File: src/rtl/agc_scaler.sv
// ---------------------------------------------------------------------------
// agc_scaler
//
// Purpose:
//   16-stage binary scaler driven by the timer's first stage FS01. Each
//   rising edge of FS01 advances a 16-bit counter whose bits are the scaler
//   stages FS02..FS17. For every update the block also produces per-stage
//   rise (F-pulse A) and fall (F-pulse B) strobes and a wrap strobe. An
//   optional watchdog flags a scaler failure when FS01 stops toggling.
//
// Configuration:
//   SCALER_FAIL_DETECT_EN  defined   -> idle watchdog built, SCAFAL active
//                          undefined -> no watchdog, SCAFAL tied low,
//                                       STALL_LIMIT ignored
//
// Parameters:
//   STALL_LIMIT  cycles without an FS01 rising edge before SCAFAL (2..65535)
//
// Ports:
//   SIM_CLK  in   1   system clock, rising-edge active
//   SIM_RST  in   1   asynchronous reset, active low
//   FS01     in   1   first scaler stage, synchronous to SIM_CLK
//   SCLR     in   1   synchronous scaler clear, active high
//   FS       out  16  scaler stages, FS[0]=FS02 .. FS[15]=FS17
//   FA_STB   out  16  one-cycle strobe per stage on 0->1
//   FB_STB   out  16  one-cycle strobe per stage on 1->0
//   WRAP     out  1   one-cycle strobe on 0xFFFF -> 0x0000
//   SCAFAL   out  1   scaler failure alarm (level)
// ---------------------------------------------------------------------------
module agc_scaler #(
    parameter int STALL_LIMIT = 64
) (
    input  logic        SIM_CLK,
    input  logic        SIM_RST,
    input  logic        FS01,
    input  logic        SCLR,
    output logic [15:0] FS,
    output logic [15:0] FA_STB,
    output logic [15:0] FB_STB,
    output logic        WRAP,
    output logic        SCAFAL
);

    logic        r_fs01Q;
    logic [15:0] r_cnt;
    logic [15:0] r_faStb;
    logic [15:0] r_fbStb;
    logic        r_wrap;
    logic        w_rise;
    logic [15:0] w_cntNext;

    assign w_rise    = FS01 & ~r_fs01Q;
    assign w_cntNext = r_cnt + 16'd1;

    // FS01 history. Resetting it to 1 means an FS01 that is already high
    // when reset releases is not mistaken for a rising edge.
    always_ff @(posedge SIM_CLK or negedge SIM_RST) begin
        if (!SIM_RST) begin
            r_fs01Q <= 1'b1;
        end else begin
            r_fs01Q <= FS01;
        end
    end

    // Scaler counter and its strobes. The strobes are registered alongside
    // the count so they line up with the cycle in which FS shows the new
    // value. Clear wins over a coincident edge and suppresses all strobes.
    always_ff @(posedge SIM_CLK or negedge SIM_RST) begin
        if (!SIM_RST) begin
            r_cnt   <= 16'h0000;
            r_faStb <= 16'h0000;
            r_fbStb <= 16'h0000;
            r_wrap  <= 1'b0;
        end else if (SCLR) begin
            r_cnt   <= 16'h0000;
            r_faStb <= 16'h0000;
            r_fbStb <= 16'h0000;
            r_wrap  <= 1'b0;
        end else if (w_rise) begin
            r_cnt   <= w_cntNext;
            r_faStb <= w_cntNext & ~r_cnt;
            r_fbStb <= r_cnt & ~w_cntNext;
            r_wrap  <= (r_cnt == 16'hFFFF);
        end else begin
            r_faStb <= 16'h0000;
            r_fbStb <= 16'h0000;
            r_wrap  <= 1'b0;
        end
    end

    assign FS     = r_cnt;
    assign FA_STB = r_faStb;
    assign FB_STB = r_fbStb;
    assign WRAP   = r_wrap;

`ifdef SCALER_FAIL_DETECT_EN
    localparam logic [15:0] LimitVal = 16'(STALL_LIMIT);

    logic [15:0] r_idle;

    // Idle watchdog: counts cycles since the last FS01 rising edge and
    // parks at the limit, so the alarm stays up until FS01 moves again.
    // SCLR deliberately has no effect here.
    always_ff @(posedge SIM_CLK or negedge SIM_RST) begin
        if (!SIM_RST) begin
            r_idle <= 16'h0000;
        end else if (w_rise) begin
            r_idle <= 16'h0000;
        end else if (r_idle != LimitVal) begin
            r_idle <= r_idle + 16'd1;
        end
    end

    assign SCAFAL = (r_idle == LimitVal);
`else
    logic [15:0] w_unusedStallLimit;

    assign w_unusedStallLimit = 16'(STALL_LIMIT);
    assign SCAFAL             = 1'b0;
`endif

endmodule

File: config.mk
export PLATFORM = sky130hd
export DESIGN_NAME = agc_scaler
export DESIGN_NICKNAME = d
export VERILOG_FILES = /design/src/rtl/agc_scaler.sv
export SDC_FILE = /design/constraint.sdc
export NUM_CORES = 1
export LEC_CHECK = 0
export CORE_MARGIN = 3
export CORE_UTILIZATION = 46
export CTS_BUF_LIST = sky130_fd_sc_hd__clkbuf_8
export DETAILED_ROUTE_END_ITERATION = 12
export PLACE_DENSITY = 0.82
export REMOVE_ABC_BUFFERS = 1
export SLEW_MARGIN = 30
export SYNTH_ARGS = -nofsm -noshare
export SYNTH_HDL_FRONTEND = slang
export SYNTH_SLANG_ARGS = --single-unit
File: constraint.sdc
create_clock -name SIM_CLK -period 1.5 [get_ports SIM_CLK]
set_input_delay 0.225 -clock SIM_CLK [delete_from_list [all_inputs] [get_ports SIM_CLK]]
set_output_delay 0.225 -clock SIM_CLK [all_outputs]
set_load 0.02 [all_outputs]
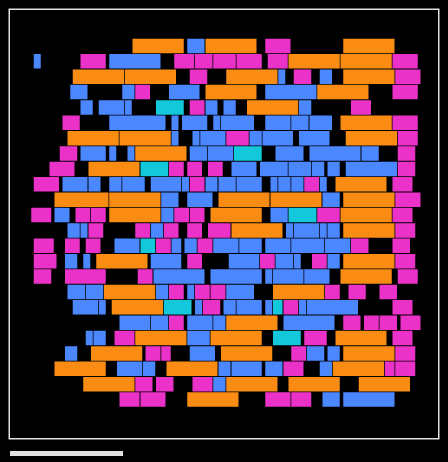
Run 1: placement by cell class
The bar under the picture is 20 um long.
Key: orange = registers [cells 50, share of their area 37%]; magenta = remaining buffers and delay cells [cells 91, share of their area 25%]; cyan = clock drivers and dummy loads [cells 8, share of their area 2.8%]; blue = remaining logic cells [cells 123, share of their area 36%]
area of the core region: 4530 sq um
cell area after layout: 3490 sq um
Seq/total area: 35.9%

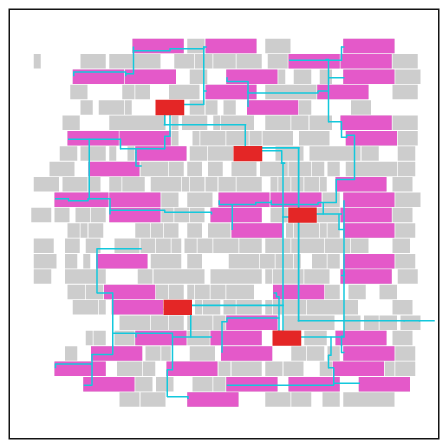
Run 1: clock wires, drivers and flops
Key: cyan = clock wires [length 577 um]; magenta = flip-flops [count 50]; red = clock-net drivers [count 5]
There are 6 routed clock nets.
later-pin clock latency in the skew report: 310 ps
clock network power share: 35.4%

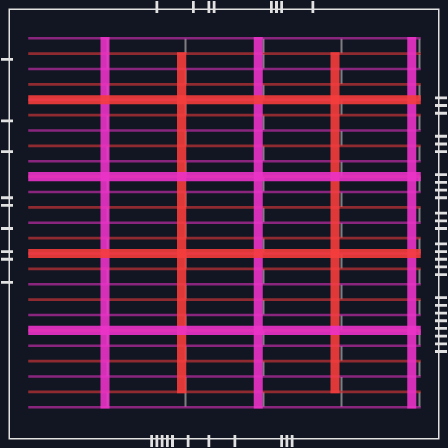
Run 1: floorplan with the power grid
Pins as bars on the die edge. Tap cells in gray.
Key: magenta = VSS; red = VDD
The core has 24 rows. 4 straps on met5.
vertical die size: 75.7 um
Die X-Extent: 75.7 um
peak supply drop: 0.000415 V

==> summary.rpt, run 1 <==
=== SYNTHESIS / PLACE & ROUTE SUMMARY ===
----------------------------------------------------
[Routing]
  First-pass iteration count of the detailed router ........................ 4
  DRC marker count from the first detailed-route iteration ........................ 82
  Final routed wirelength across all metal layers ........................ between 5000 and 6000 um
  Routed wirelength normalized by instance count ........................ ~15 um
  Number of DRC violations after detailed routing ........................ 0

[Synth]
  Ys Warns ........................ 0
  Most numerous cell types in the synthesized netlist ........................ sky130_fd_sc_hd__dfrtp_1, sky130_fd_sc_hd__and2_1, sky130_fd_sc_hd__ha_1
  Number of standard cells reported by yosys ........................ around 180
  Yosys chip area ........................ approximately 2200 sq um
  Max-area cell share ........................ between 50% and 60%
  Part of the Yosys area used for sequential elements ........................ 56.0%
  Area share of and-or/or-and cells after synthesis ........................ ~5.9%
  Flip-flops with a built-in enable ........................ 0
  Area of the mapped netlist ........................ 2240 sq um
  Simple share ........................ around 16%
  Average cell area after synthesis ........................ between 10 and 15 sq um
  Most frequent cell after synthesis ........................ sky130_fd_sc_hd__dfrtp_1
  Adder and majority cell fraction of the synthesized area ........................ approximately 17%
  Dominant cell type by area after synthesis ........................ sky130_fd_sc_hd__dfrtp_1
  Area share of xor/xnor cells in the synthesized design ........................ less than 1%

[Floorplan]
  I/O pin total ........................ roughly 54
  Std-Cell Rows ........................ 24
  Area enclosed by the die boundary ........................ ~5700 sq um

[Cells and area]
  Net count, final ........................ 305
  Diode insertion count for antenna repair ........................ 0
  Area growth, synth to finish ........................ 56.2%
  Share of post-route cells with drive strength above 1 ........................ 32.0%

[Global routing]
  Gr busiest metal ........................ met2
  Initial antenna violation count ........................ 0
  Overall track demand over capacity in global routing ........................ 18.2%
  First-pass GRT wire length ........................ approximately 7700 um
  Pin count of the biggest net entering global routing ........................ 21
  GRT overflow ........................ 0
  Met3 Use GR ........................ under 10%
  Met1 Usage GRT ........................ a little under a quarter

[Placed design]
  RD Place Congestion ........................ 0.833
  Port Buf Inserts ........................ between 50 and 60
  Post-placement setup slack ........................ -175 ps
  Detailed-placement wirelength estimate ........................ between 3000 and 4000 um

[Setup path]
  Critical path depth ........................ 5
  Max incr delay on CP ........................ 580 ps
  Critical Path AT ........................ 1950 ps
  Crit path capture type ........................ flop
  Data required time of the critical path ........................ around 1700 ps
  Crit path buf inv count ........................ 0
  Cell depth of the worst flop-to-flop path ........................ 5
  Type of the worst setup path ........................ reg -> reg
  Startpoint of the most critical register-to-register path ........................ FS[6]
  Ordered list of cells on the worst path ........................ nand4_2 -> or4b_4 -> nor2b_4 -> ha_4 -> o2bb2ai_2
  Slowest cell on the critical path ........................ sky130_fd_sc_hd__or4b_4
  Reg2reg setup slack ........................ -210 ps
  Launching element type of the critical path ........................ flop
  Largest fanout of any net on the critical path ........................ 4
  Endpoint of the worst-slack reg-to-reg timing path ........................ FS[15]

[STA]
  Final Hold Fails ........................ 0
  Clock Skews ........................ 8.55 ps
  Final worst path period share ........................ 114%
  Final-layout worst hold slack ........................ approximately 330 ps
  Peak Freq ........................ approximately 590 MHz
  Final-report max-slew violation count ........................ 0
  Final setup vio count ........................ 21
  Minimum period implied by the final worst setup slack ........................ around 1700 ps
  Least setup slack across all paths after layout ........................ -209 ps

[Clocking]
  CTS tree ........................ built
  Maximum count of clock buffers along a single path ........................ 2
  Clock sinks ........................ 50
  Post-CTS clock slew at the launch and capture registers of the worst setup and hold paths ........................ roughly 90 ps
  Clock root buffer ........................ sky130_fd_sc_hd__clkbuf_8
  Number of levels in the clock H-tree ........................ 2
  TritonCTS buffer count ........................ 5

[Worst hold path]
  Instance count along the most critical hold path ........................ 1
  Hold Path Sink ........................ r_fs01Q
  Class of the most critical hold timing path ........................ in -> reg

[Flow run]
  Number of violations of the max-capacitance limit ........................ 0
  Warning total across the stage logs ........................ about 42

[Power]
  Reported leakage power ........................ 1.96 nW

[Status]
  Status ........................ complete, but fails checks
  Violations in the final reports ........................ negative setup slack

----------------------------------------------------
[run 1: metrics by stage]
step / std cells / setup TNS [ps] / utilization, % / power [mW]
6_report: 337 / -2190 / 77.0 / 2.31
2_1_floorplan: 173 / -5530 / - / 1.42
3_3_place_gp: 321 / -610 / 67.2 / 1.51
3_5_place_dp: 321 / -1420 / 67.2 / 1.51
5_1_grt: 337 / -4150 / 77.0 / 2.39
4_1_cts: 332 / -1060 / 71.1 / 2.32
[run 1: worst max-delay path by stage]
stage | from | to
after floorplan | FS[0] | FS[12]
after global placement | FS[0] | FS[11]
after detailed placement | FS[0] | FS[11]
after CTS | FS[5] | FS[13]
after global routing | FS[5] | FS[15]
final | FS[6] | FS[15]
[run 1: cells in the final DEF (no fill, tap or decap), drive strengths merged, types with 2 or more instances in the layout]
master         count
and2              31
and3               5
and4               2
buf               41
clkbuf             6
clkdlybuf4s50     20
dfrtp             49
dlygate4sd2       17
dlymetal6s2s      12
ha                30
inv               17
nand2              2
nand4              2
nor2               7
nor2b              3
nor3               2
o2bb2ai           15
[run 1: cell type report]
type,instances,area (sq um)
Clock inverter,2,12.5
Multi-Input combinational cell,106,1150
Clock buffer,6,82.6
Inverter,17,63.8
Fill cell,263,1040
Sequential cell,50,1250
Timing Repair Buffer,91,847
Tap cell,65,81.3
[run 1: routing by layer]
metal	up-vias	routed length [um]
met1	825	2210
met3	10	270
met5	-	0
met4	0	99
li1	761	-
met2	56	2530
[run 1: timing repair]
action / in CTS / in global routing
endpoints found under the setup margin: 40 / 40
gates resized: 39 / 51
buffers inserted: 2 / 7
hold endpoints to repair: 16 / 0
pin swaps: 3 / 13
hold buffers: 1 / 0
[run 1: flip-flops by register name (all words and copies together) (netlist names)]
register and flops:
FA_STB 16, FS 16, WRAP 1, r_fs01Q 1, FB_STB 16
[run 1: worst register-to-register path, delay by kind of cell (launching register included)]
family,cells,cell delay (ps)
simple gates,3,900
compound gates,1,120
fa+ha+maj,1,210
flops,1,410
[run 1: report_power, final]
part / total, mW / internal, mW / switching, mW
clock: 0.817 / 0.371 / 0.446
combinational: 0.135 / 0.0508 / 0.0845
sequential: 1.36 / 1.35 / 0.00388
[run 1: kinds of logic after synthesis]
logic type | count (synthesis)
xor gates and xnor gates | 1
AOI/OAI and AO/OA | 15
adders and majority gates | 30
and+or+nand+nor | 59
DFF | 50
other | 1
buffers and inverters | 24
==> run 2: changes to the inputs <==
--- a/config.mk
+++ b/config.mk
@@ -5,7 +5,8 @@
 export SDC_FILE = /design/constraint.sdc
 export NUM_CORES = 1
 export LEC_CHECK = 0
-export CORE_MARGIN = 3
+export CAP_MARGIN = 5
+export CORE_MARGIN = 2
 export CORE_UTILIZATION = 46
 export CTS_BUF_LIST = sky130_fd_sc_hd__clkbuf_8
 export DETAILED_ROUTE_END_ITERATION = 12
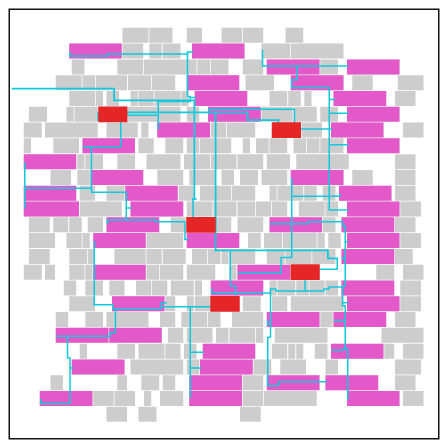
Run 2: clock wires, drivers and flops
Key: cyan = clock wires [length 603 um]; red = clock-net drivers [count 5]; magenta = flip-flops [count 50]
There are 6 routed clock nets.
Clock group: 0.814 mW
Clock Skews: 8.38 ps

==> run 2 against run 1 <==
  * Synthesized cell count stayed put
  * Wire length is 2.0% higher
  * The run still ends with negative setup slack left
  * Critical path depth stayed put
  * Maximum frequency is 3.2% lower
  * Clock power hardly changed
  * Design area is 0.72% lower
  * Sequential share of layout area is 0.26 points higher
  * Synthesized area stayed put
==> summary.rpt, run 2 <==
=== SYNTHESIS / PLACE & ROUTE SUMMARY ===
----------------------------------------------------
[Synth]
  Most numerous cell types in the synthesized netlist ........................ sky130_fd_sc_hd__dfrtp_1, sky130_fd_sc_hd__and2_1, sky130_fd_sc_hd__ha_1 (unchanged)
  Part of the Yosys area used for sequential elements ........................ 56.0% (unchanged)
  FFs w/ async S/R, synth ........................ 100% (unchanged)
  Mapped Cells ........................ 180 (unchanged)
  Most frequent cell after synthesis ........................ sky130_fd_sc_hd__dfrtp_1 (unchanged)
  Yosys chip area ........................ 2240 sq um (unchanged)
  Average cell area after synthesis ........................ 12.4 sq um (unchanged)
  Ys Warns ........................ 0 (unchanged)
  Max-area cell share ........................ 54.8% (unchanged)
  Area of the mapped netlist ........................ 2240 sq um (unchanged)
  Number of standard cells reported by yosys ........................ 180 (unchanged)
  Flip-flops with a built-in enable ........................ 0 (unchanged)
  Top FF cell, synth ........................ sky130_fd_sc_hd__dfrtp_1 (unchanged)
  Dominant cell type by area after synthesis ........................ sky130_fd_sc_hd__dfrtp_1 (unchanged)
  Main area contributors ........................ sky130_fd_sc_hd__dfrtp_1, sky130_fd_sc_hd__ha_1, sky130_fd_sc_hd__and2_1, sky130_fd_sc_hd__o2bb2ai_1, sky130_fd_sc_hd__inv_1 (unchanged)

[STA]
  Unrepaired setup endpoints after global routing ........................ yes (unchanged)
  Final worst path period share ........................ 118% (was 114%)
  Final-report max-slew violation count ........................ 0 (unchanged)
  Least setup slack across all paths after layout ........................ -265 ps (was -209 ps)
  Final setup vio count ........................ 27 (was 21)
  Minimum period implied by the final worst setup slack ........................ 1770 ps (was 1710 ps)
  Peak Freq ........................ 566 MHz (was 585 MHz)
  Final Hold Fails ........................ 0 (unchanged)

[Worst hold path]
  Class of the most critical hold timing path ........................ in -> reg (unchanged)

[Clocking]
  TritonCTS buffer count ........................ 5 (unchanged)
  Clock sinks ........................ 50 (unchanged)
  CTS tree ........................ built (unchanged)
  Clock root buffer ........................ sky130_fd_sc_hd__clkbuf_8 (unchanged)
  Maximum count of clock buffers along a single path ........................ 2 (unchanged)
  Later-pin clock latency in the skew report ........................ 310 ps (about the same)
  Post-CTS clock slew at the launch and capture registers of the worst setup and hold paths ........................ 90 ps (about the same)
  Number of levels in the clock H-tree ........................ 2 (unchanged)

[Routing]
  Post-route ant nets ........................ 0 (unchanged)
  DRC marker count from the first detailed-route iteration ........................ 124 (was 82)
  First-pass iteration count of the detailed router ........................ 4 (unchanged)
  Total vias in the final route ........................ 1642 (was 1652)
  Number of DRC violations after detailed routing ........................ 0 (unchanged)
  Via count normalized by instance count ........................ 5.04 (was 4.90)
  Routed wirelength normalized by instance count ........................ 16.0 um (was 15.2 um)
  Final routed wirelength across all metal layers ........................ 5210 um (was 5110 um)

[Global routing]
  GRT overflow ........................ 0 (unchanged)
  Overall track demand over capacity in global routing ........................ 17.7% (was 18.2%)
  Initial antenna violation count ........................ 0 (unchanged)
  Via count of the first global-routing pass ........................ 1511 (was 1642)
  First-pass GRT wire length ........................ 7170 um (was 7740 um)
  Pin count of the biggest net entering global routing ........................ 51 (was 21)

[Status]
  Violations in the final reports ........................ negative setup slack (unchanged)
  Status ........................ complete, but fails checks (unchanged)

[Cells and area]
  Count of fill cells added during filler insertion ........................ 316 (was 263)
  Net count, final ........................ 305 (unchanged)
  Share of post-route cells with drive strength above 1 ........................ 30.1% (was 32.0%)
  Diode insertion count for antenna repair ........................ 0 (unchanged)
  Non-filler cells in the finished layout ........................ 326 (was 337)
  Area growth, synth to finish ........................ 55.1% (was 56.2%)
  Most used cells in the layout excluding fill and tap cells ........................ sky130_fd_sc_hd__dfrtp_1, sky130_fd_sc_hd__clkdlybuf4s50_1, sky130_fd_sc_hd__and2_1, sky130_fd_sc_hd__buf_4, sky130_fd_sc_hd__ha_1 (was sky130_fd_sc_hd__dfrtp_1, sky130_fd_sc_hd__buf_4, sky130_fd_sc_hd__and2_1, sky130_fd_sc_hd__clkdlybuf4s50_1, sky130_fd_sc_hd__ha_1)
  Commonest non-fill, non-tap cell in the layout ........................ sky130_fd_sc_hd__dfrtp_1 (unchanged)
  Cell area after layout ........................ 3470 sq um (was 3490 sq um)

[Setup path]
  Ordered list of cells on the worst path ........................ inv_1 -> or4b_4 -> nor2b_4 -> ha_4 -> o2bb2ai_1 (was nand4_2 -> or4b_4 -> nor2b_4 -> ha_4 -> o2bb2ai_2)
  Crit path buf inv count ........................ 1 (was 0)
  Kind of cell adding the most delay to the critical path ........................ simple AND/OR/NAND/NOR gates (unchanged)
  Max incr delay on CP ........................ 610 ps (was 580 ps)
  Type of the worst setup path ........................ reg -> reg (unchanged)
  Crit path capture type ........................ flop (unchanged)
  Data required time of the critical path ........................ 1730 ps (was 1740 ps)
  Launching element type of the critical path ........................ flop (unchanged)
  Critical Path AT ........................ 2000 ps (was 1950 ps)
  Largest fanout of any net on the critical path ........................ 4 (unchanged)
  Slowest cell on the critical path ........................ sky130_fd_sc_hd__or4b_4 (unchanged)

[Placed design]
  RD Place Congestion ........................ 0.820 (was 0.833)
  Port Buf Inserts ........................ 52 (unchanged)
  Detailed-placement wirelength estimate ........................ 2990 um (was 3310 um)
  Placed cell count ........................ 309 (was 321)
  Placement Cell Area ........................ 3050 sq um (about the same)

[Flow run]
  Warning total across the stage logs ........................ 42 (unchanged)
  Number of violations of the max-capacitance limit ........................ 0 (unchanged)

[Power]
  Reported leakage power ........................ 1.81 nW (was 1.96 nW)
  Peak supply drop ........................ 0.000508 V (was 0.000415 V)

[Floorplan]
  Die X-Extent ........................ 73.7 um (was 75.7 um)
  Vertical die size ........................ 73.7 um (was 75.7 um)
  Std-Cell Rows ........................ 25 (was 24)
  I/O pin total ........................ 54 (unchanged)
  Area enclosed by the die boundary ........................ 5430 sq um (was 5730 sq um)
  Area of the core region ........................ 4690 sq um (was 4530 sq um)
  Floorplan utilization ........................ 47.7% (was 49.3%)

----------------------------------------------------
==> run 2: netlist changes by cell type in the layout (fill, tap and decap cells not counted), sizes merged <==
cell           before  now
clkdlybuf4s50      20   30
dlymetal6s2s       12    5
dlygate4sd2        17   14
buf                41   40
clkbuf              6    7
clkinvlp            1    0
inv                17   18
==> run 2: cells by family (layout without fill, tap and decap cells) <==
kind of cell	after synthesis	after routing	share of synthesized area, %
adder cells (fa/ha/maj)	30	30	16.8
AND-OR/OR-AND	15	15	5.88
buffers and inverters	24	116	4.31
AND/OR/NAND/NOR	59	59	16.5
flip-flops	50	50	56.0
other	1	1	0.168
XOR/XNOR	1	1	0.392
==> run 2: final timing paths <==
kind / from / endpoint / slack, ps / depth (start not counted)
max in group asynchronous: SIM_RST / r_fs01Q / 790 / 3
max reg2reg: FS[3] / FS[13] / -270 / 5
min reg2reg: FS[15] / FS[15] / 580 / 1
min: FS01 / r_fs01Q / 330 / 1
min in group asynchronous: SIM_RST / FB_STB[12] / 430 / 3
max: FS[3] / FS[13] / -270 / 5
==> run 2: layout make-up <==
class,count,area [sq um],share of cell area [%]
multi-input combinational,106,1130,32.6
sequential,50,1250,36.1
tap,54,67.6,1.95
timing repair buffer,91,863,24.9
clock buffer,6,82.6,2.38
clock inverter,2,8.76,0.253
inverter,17,63.8,1.84
==> run 2: routing by layer <==
layer | up-vias | GRT usage [%] | wire (um)
met5 | - | 0 | 0
met3 | 9 | 3.70 | 243
li1 | 769 | - | -
met4 | 0 | 6.67 | 85
met1 | 815 | 21.8 | 2080
met2 | 49 | 30.3 | 2800
==> run 2: power breakdown <==
| part | total [mW] | switching, mW | internal (mW) |
|---|---|---|---|
| logic | 0.130 | 0.0788 | 0.0507 |
| clock network | 0.814 | 0.447 | 0.366 |
| registers | 1.36 | 0.00412 | 1.35 |
==> run 2: worst register-to-register path, stage by stage (launching register included) <==
cell,delay [ps]
sky130_fd_sc_hd__dfrtp_1,420
sky130_fd_sc_hd__inv_1,90
sky130_fd_sc_hd__or4b_4,610
sky130_fd_sc_hd__nor2b_4,190
sky130_fd_sc_hd__ha_4,230
sky130_fd_sc_hd__o2bb2ai_1,150
==> run 2: through the flow <==
stage / hold WS (ps) / util [%] / setup slack [ps] / total power [mW] / setup TNS (ps)
global placement: 227 / 65.0 / -98.5 / 1.51 / -655
detailed placement: 231 / 65.0 / -172 / 1.51 / -1550
finish: 332 / 73.9 / -265 / 2.30 / -3560
floorplan: -70.6 / - / -318 / 1.42 / -5530
global route: 334 / 73.9 / -333 / 2.39 / -5260
CTS: 340 / 67.6 / -173 / 2.29 / -1800
==> run 2: what timing repair did <==
action / CTS / global route
endpoints found under the hold margin: 49 / 0
setup endpoints to repair: 40 / 34
resized: 23 / 53
pin swaps: 2 / 18
buffers inserted: 2 / 7
hold buffers: 1 / 0
Power figures rest on the tool's default switching activity, not on a simulated workload.
